Figure 1. M4 wires.
Cells faint in the background.
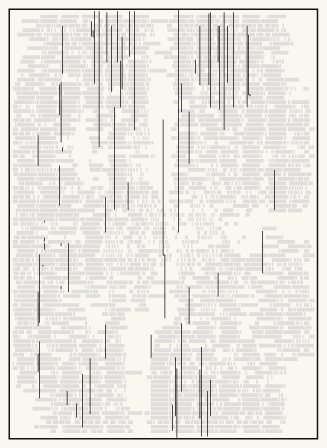
Figure 2. Floorplan with the power grid.
The bar under the picture is 50 um long. Pins as bars on the die edge. Tap cells in grey.
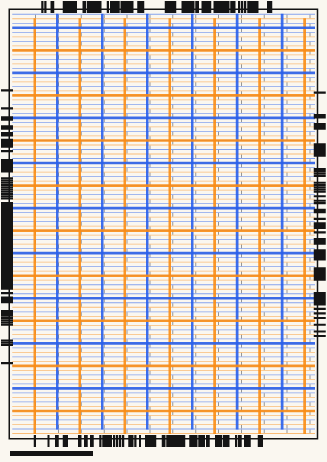
Figure 3. Close-up of the layout.
Window x 126 to 151, y 52 to 77 um. Cells in grey, sequential cells in the stronger grey; small squares are vias.
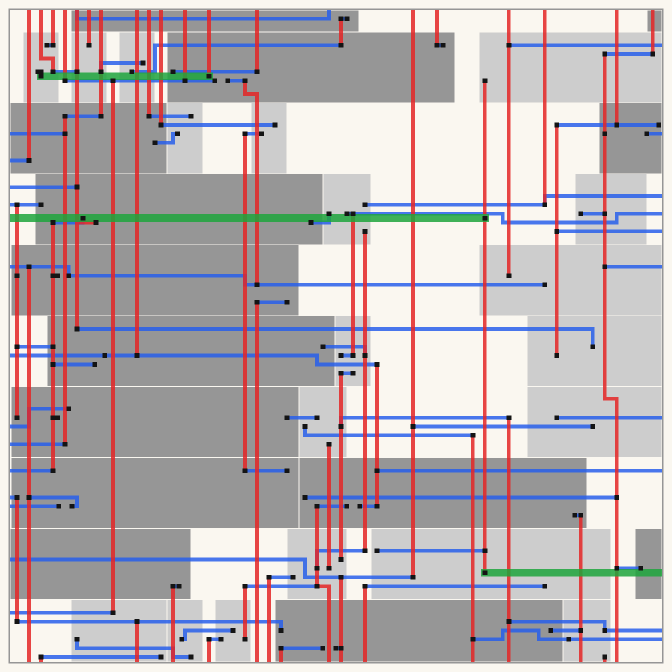
**src/rtl/rf_write_scheduler.sv**
```systemverilog
// Per-producer write-back FIFOs feeding four RF write ports with same-address conflict arbitration and aging.
// Optional RF_WRITE_SCHEDULER_ZERO_DROP_EN: address-0 writes are accepted but silently dropped (hardwired r0).
module rf_ws_lane #(
  parameter int AW        = 5,
  parameter int DW        = 32,
  parameter int DEPTH     = 4,
  parameter int AGE_LIMIT = 3
) (
  input  logic          clk_i,
  input  logic          arst_i,
  input  logic          push,
  input  logic          pop,
  input  logic [AW-1:0] push_addr,
  input  logic [DW-1:0] push_data,
  output logic          ready,
  output logic          head_vld,
  output logic          aged,
  output logic [AW-1:0] head_addr,
  output logic [DW-1:0] head_data
);
  localparam int PW = $clog2(DEPTH);
  localparam logic [2:0] AGE = 3'(AGE_LIMIT);

  typedef struct packed {
    logic [AW-1:0] addr;
    logic [DW-1:0] data;
  } wb_req_t;

  wb_req_t       mem [DEPTH];
  wb_req_t       head;
  logic [PW:0]   wr_ptr, rd_ptr;
  logic [2:0]    stall;

  assign head_vld  = wr_ptr != rd_ptr;
  assign ready     = !((wr_ptr[PW] != rd_ptr[PW]) && (wr_ptr[PW-1:0] == rd_ptr[PW-1:0]));
  assign aged      = stall == AGE;
  assign head      = mem[rd_ptr[PW-1:0]];
  // Empty heads present zeros so idle ports never show stale data.
  assign head_addr = head_vld ? head.addr : '0;
  assign head_data = head_vld ? head.data : '0;

  always_ff @(posedge clk_i or negedge arst_i) begin
    if (!arst_i) begin
      wr_ptr <= '0;
      rd_ptr <= '0;
      stall  <= '0;
    end else begin
      if (push) wr_ptr <= wr_ptr + 1'b1;
      if (pop)  rd_ptr <= rd_ptr + 1'b1;
      if (pop || !head_vld) stall <= '0;
      else if (!aged)       stall <= stall + 1'b1;
    end
  end

  always_ff @(posedge clk_i) begin
    if (push) mem[wr_ptr[PW-1:0]] <= '{addr: push_addr, data: push_data};
  end
endmodule

module rf_write_scheduler #(
  parameter int WORD_WIDTH    = 32,
  parameter int ADDRESS_WIDTH = 5,
  parameter int DEPTH         = 4,
  parameter int AGE_LIMIT     = 3
) (
  input  logic                          clk_i,
  input  logic                          arst_i,
  input  logic [3:0]                    src_valid_i,
  output logic [3:0]                    src_ready_o,
  input  logic [3:0][ADDRESS_WIDTH-1:0] src_addr_i,
  input  logic [3:0][WORD_WIDTH-1:0]    src_data_i,
  output logic [3:0][ADDRESS_WIDTH-1:0] select_r_o,
  output logic [3:0][WORD_WIDTH-1:0]    data_o,
  output logic [3:0]                    enable_writing_o,
  output logic                          idle_o
);
  localparam int NUM_LANES = 4;

  logic [NUM_LANES-1:0] push, head_vld, aged, win;

  always_comb begin
    for (int p = 0; p < NUM_LANES; p++) begin
`ifdef RF_WRITE_SCHEDULER_ZERO_DROP_EN
      push[p] = src_valid_i[p] && src_ready_o[p] && (src_addr_i[p] != '0);
`else
      push[p] = src_valid_i[p] && src_ready_o[p];
`endif
    end
  end

  for (genvar g = 0; g < NUM_LANES; g++) begin : g_lane
    rf_ws_lane #(
      .AW(ADDRESS_WIDTH), .DW(WORD_WIDTH), .DEPTH(DEPTH), .AGE_LIMIT(AGE_LIMIT)
    ) u_lane (
      .clk_i     (clk_i),
      .arst_i    (arst_i),
      .push      (push[g]),
      .pop       (win[g]),
      .push_addr (src_addr_i[g]),
      .push_data (src_data_i[g]),
      .ready     (src_ready_o[g]),
      .head_vld  (head_vld[g]),
      .aged      (aged[g]),
      .head_addr (select_r_o[g]),
      .head_data (data_o[g])
    );
  end

  // A head loses if any other same-address head is aged while it is not,
  // or shares its age class and has a lower index.
  always_comb begin
    for (int p = 0; p < NUM_LANES; p++) begin
      win[p] = head_vld[p];
      for (int q = 0; q < NUM_LANES; q++) begin
        if (q != p && head_vld[q] && select_r_o[q] == select_r_o[p] &&
            ((aged[q] && !aged[p]) || (aged[q] == aged[p] && q < p)))
          win[p] = 1'b0;
      end
    end
  end

  assign enable_writing_o = win;
  assign idle_o           = ~|head_vld;
endmodule

```
**config.mk**
```make
export PLATFORM = sky130hd
export DESIGN_NAME = rf_write_scheduler
export DESIGN_NICKNAME = d
export VERILOG_FILES = /design/src/rtl/rf_write_scheduler.sv
export SDC_FILE = /design/constraint.sdc
export NUM_CORES = 1
export LEC_CHECK = 0
export ABC_AREA = 1
export CAP_MARGIN = 20
export CORE_ASPECT_RATIO = 1.4
export CORE_UTILIZATION = 56
export DETAILED_ROUTE_END_ITERATION = 6
export PLACE_DENSITY = 0.87
export RECOVER_POWER = 25
export SYNTH_ARGS = -nofsm -noshare
export SYNTH_HDL_FRONTEND = slang
export SYNTH_SLANG_ARGS = --single-unit
```
**constraint.sdc**
```tcl
create_clock -name clk_i -period 3.8 [get_ports clk_i]
set_clock_uncertainty 0.1 [all_clocks]
set_input_delay 0.76 -clock clk_i [delete_from_list [all_inputs] [get_ports clk_i]]
set_output_delay 0.76 -clock clk_i [all_outputs]
set_load 0.02 [all_outputs]
```
==> results.toml <==
# generated from flow reports
[cells_and_area]
clock_cell_area_share = 0.0551
register_area_um2 = 18700
layout_top_cell = "edfxtp_1"
n_antenna_cell = 16
logic_area_um2 = 6250
clkbuf_count = 70
n_all_buffers = 356
combAreaFraction = 0.195
largest_cell_class = "sequential cells"
final_nets = 2709
logic_gates = 1230
utilization = 0.695
fillerInstances = 3056
inverters = 255
lay_top_cells = "edfxtp_1, nand2_1, nor2_1"
seq_cells = 628
postLayoutCellArea_um2 = 32100
layout-drive-gt1-share = 0.100
area_delta_synth_final_pct = 22.3
sh_seq_area = 0.582

[setup_path]
cpLargestDelayFamily = "buffers and inverters"
path_buffers = 3
critical-path-max-stage-delay_ns = 0.62
crit_slowest_cell = "clkdlybuf4s50_1"
critPathRequiredTime_ns = 2.94
crit_path_start = "g_lane[2].u_lane.rd_ptr[0]"
r2r_slack_ns = 1.25
worstPathMaxFanout = 32
path_cells = "xnor2_4, nand3_4, buf_4, nand2_1, inv_1, clkdlybuf4s50_1"
cp-end-kind = "output port"
rr_startpoint = "g_lane[0].u_lane.rd_ptr[1]"
worstPathArrival_ns = 2.86
timing.rr.end = "g_lane[0].u_lane.mem[2][1]"
criticalPathCategory = "register to output port"
path_depth = 6
crit_end = "data_o[91]"
reg2regPathDepth = 7

[clock_tree]
cts.sinks = 628
clk_pin_slew_ns = 0.06
htree_num_levels = 2
cts_resized = 14
cts_buffer_depth = 3
postCtsHoldBufs = 0
insertion_delay_ns = 0.58
numCtsBuffers = 56
cts_root_buffer = "clkbuf_16"
post_cts.repair.setup_buffers = 0
cts_tree = "yes"

[synth]
area_leaders = "edfxtp_1, o21ai_0, nand2_1, nor2_1, dfrtp_1"
synthDistinctLibCells = 32
logic_family = "simple AND/OR/NAND/NOR gates"
ys_cells = 2233
synth.cellmix.simpleShare = 0.117
top_area_frac = 0.677
avgSynthCellArea_um2 = 11.8
fp_nets = 2415
mux_share = 0.00114
syn_inst = 2233
ys_sh_adder = 0.0133
xor_area_frac = 0.0105
numSynthFlops = 628
ys_seq_frac = 0.711
synthAoiAreaFrac = 0.0891
yosys_warnings = 0
yosys_area_um2 = 26300
synth_area_um2 = 26300
edf_count = 592
yosysTopAreaCell = "edfxtp_1"
async_flop_share = 0.0573

[final_timing]
rsz0062_at_grt = "yes"
worst_slew_pin_slew_ns = 0.882
slew_violations = 0
post-route-min-period_ns = 3.72
layout_setup_ws_ns = 0.0817
tns_ns = 0
slew_headroom = 0.412
final-hold-violation-count = 0
period_used_share = 0.978
hold_slack_ns = 0.202
setup_viol = 0
max_freq_ghz = 0.269

[pwr]
cellPowerDensity_nw_per_um2 = 955
power_w = 0.0307
p_leak_nw = 12.5

[flow_run]
warnings = 39
cap_viol_max_count = 0

[placement]
pre_cts_slack_ns = 0.310
dp_hpwl_mm = 37.9
finalWeightedCongestion = 0.821
numPortBuffers = 310
post_dp_cell_area_um2 = 30100

[status]
status = "finished clean"

[global_routing]
grt_pass1_vias = 17934
grt_max_degree = 65
grtUsageTotal = 0.253
grt_use_met3 = 0.0540
grt_use_met1 = 0.299
overflow = 0
grt_antenna_before_repair = 23
grt.busiest_layer = "met2"
grt_pass1_wl_mm = 93.4
grtUsageMet2 = 0.442

[detailed_routing]
dr.pass1.iters = 5
wl_met2_mm = 31.1
initialDrtViolationCount = 1241
met1Wirelength_mm = 23.1
met3WireLength_mm = 4.24
via_per_inst = 5.49
ant_nets = 0
wl_per_cell_um = 18.9
routed.top_layer = "met5"
drc = 0

[floorplanning]
die_width_um = 185
design.portCount = 311
tap_cells = 617
initial_core_util = 0.569
dieArea_um2 = 47800
rows = 93

[min_path]
worstHoldPathType = "input pin to asynchronous set/reset pin"
-- Figure 1 (at the start) --
nets with wire on the layer: 50
longest straight run: 134 um
main direction: vertical
wire length on this layer: 2000 um
share of all routed wire: 3.3%
final wirelength: 60.6 mm
DR vias: 17.6k

-- Figure 2 (at the start) --
[VDD] blue
[VSS] orange
rows: 93
met5 straps: 18
signal pins: 311
met4 straps: 13
met1 rails: 94
Worst IR Drop VDD: 0.800 mV
chip height: 258 um
core area: 46200 um^2

-- Figure 3 (at the start) --
[met3] green
[met2] red
[met1] blue
cells with their middle in the window: 29
netlist names of flops here include: `g_lane.u_lane.mem` (10)
most frequent: edfxtp_1 (10), inv_1 (5)
sequential cells in the window: 10

[synth_stat cells, types with 18 or more instances]
| master | count |
|---|---|
| o22ai_1 | 128 |
| inv_1 | 236 |
| nand2_2 | 28 |
| xor2_1 | 18 |
| nand2_1 | 340 |
| dfrtp_1 | 36 |
| nor2_1 | 314 |
| o21ai_0 | 274 |
| clkbuf_1 | 86 |
| edfxtp_1 | 592 |
| inv_2 | 19 |
| ha_1 | 28 |
| nand3_1 | 20 |
[power breakdown]
part / switching (W) / total, W / internal, W
clock: 0.00237 / 0.00547 / 0.00310
sequential: 0.000540 / 0.00982 / 0.00928
combinational: 0.00977 / 0.0154 / 0.00562
[sequential cells by signal (all words and copies together) (netlist names)]
name,flops
g_lane.u_lane.rd_ptr,12
g_lane.u_lane.wr_ptr,12
g_lane.u_lane.stall,12
g_lane.u_lane.mem,592
Power and IR drop assume default switching activity.
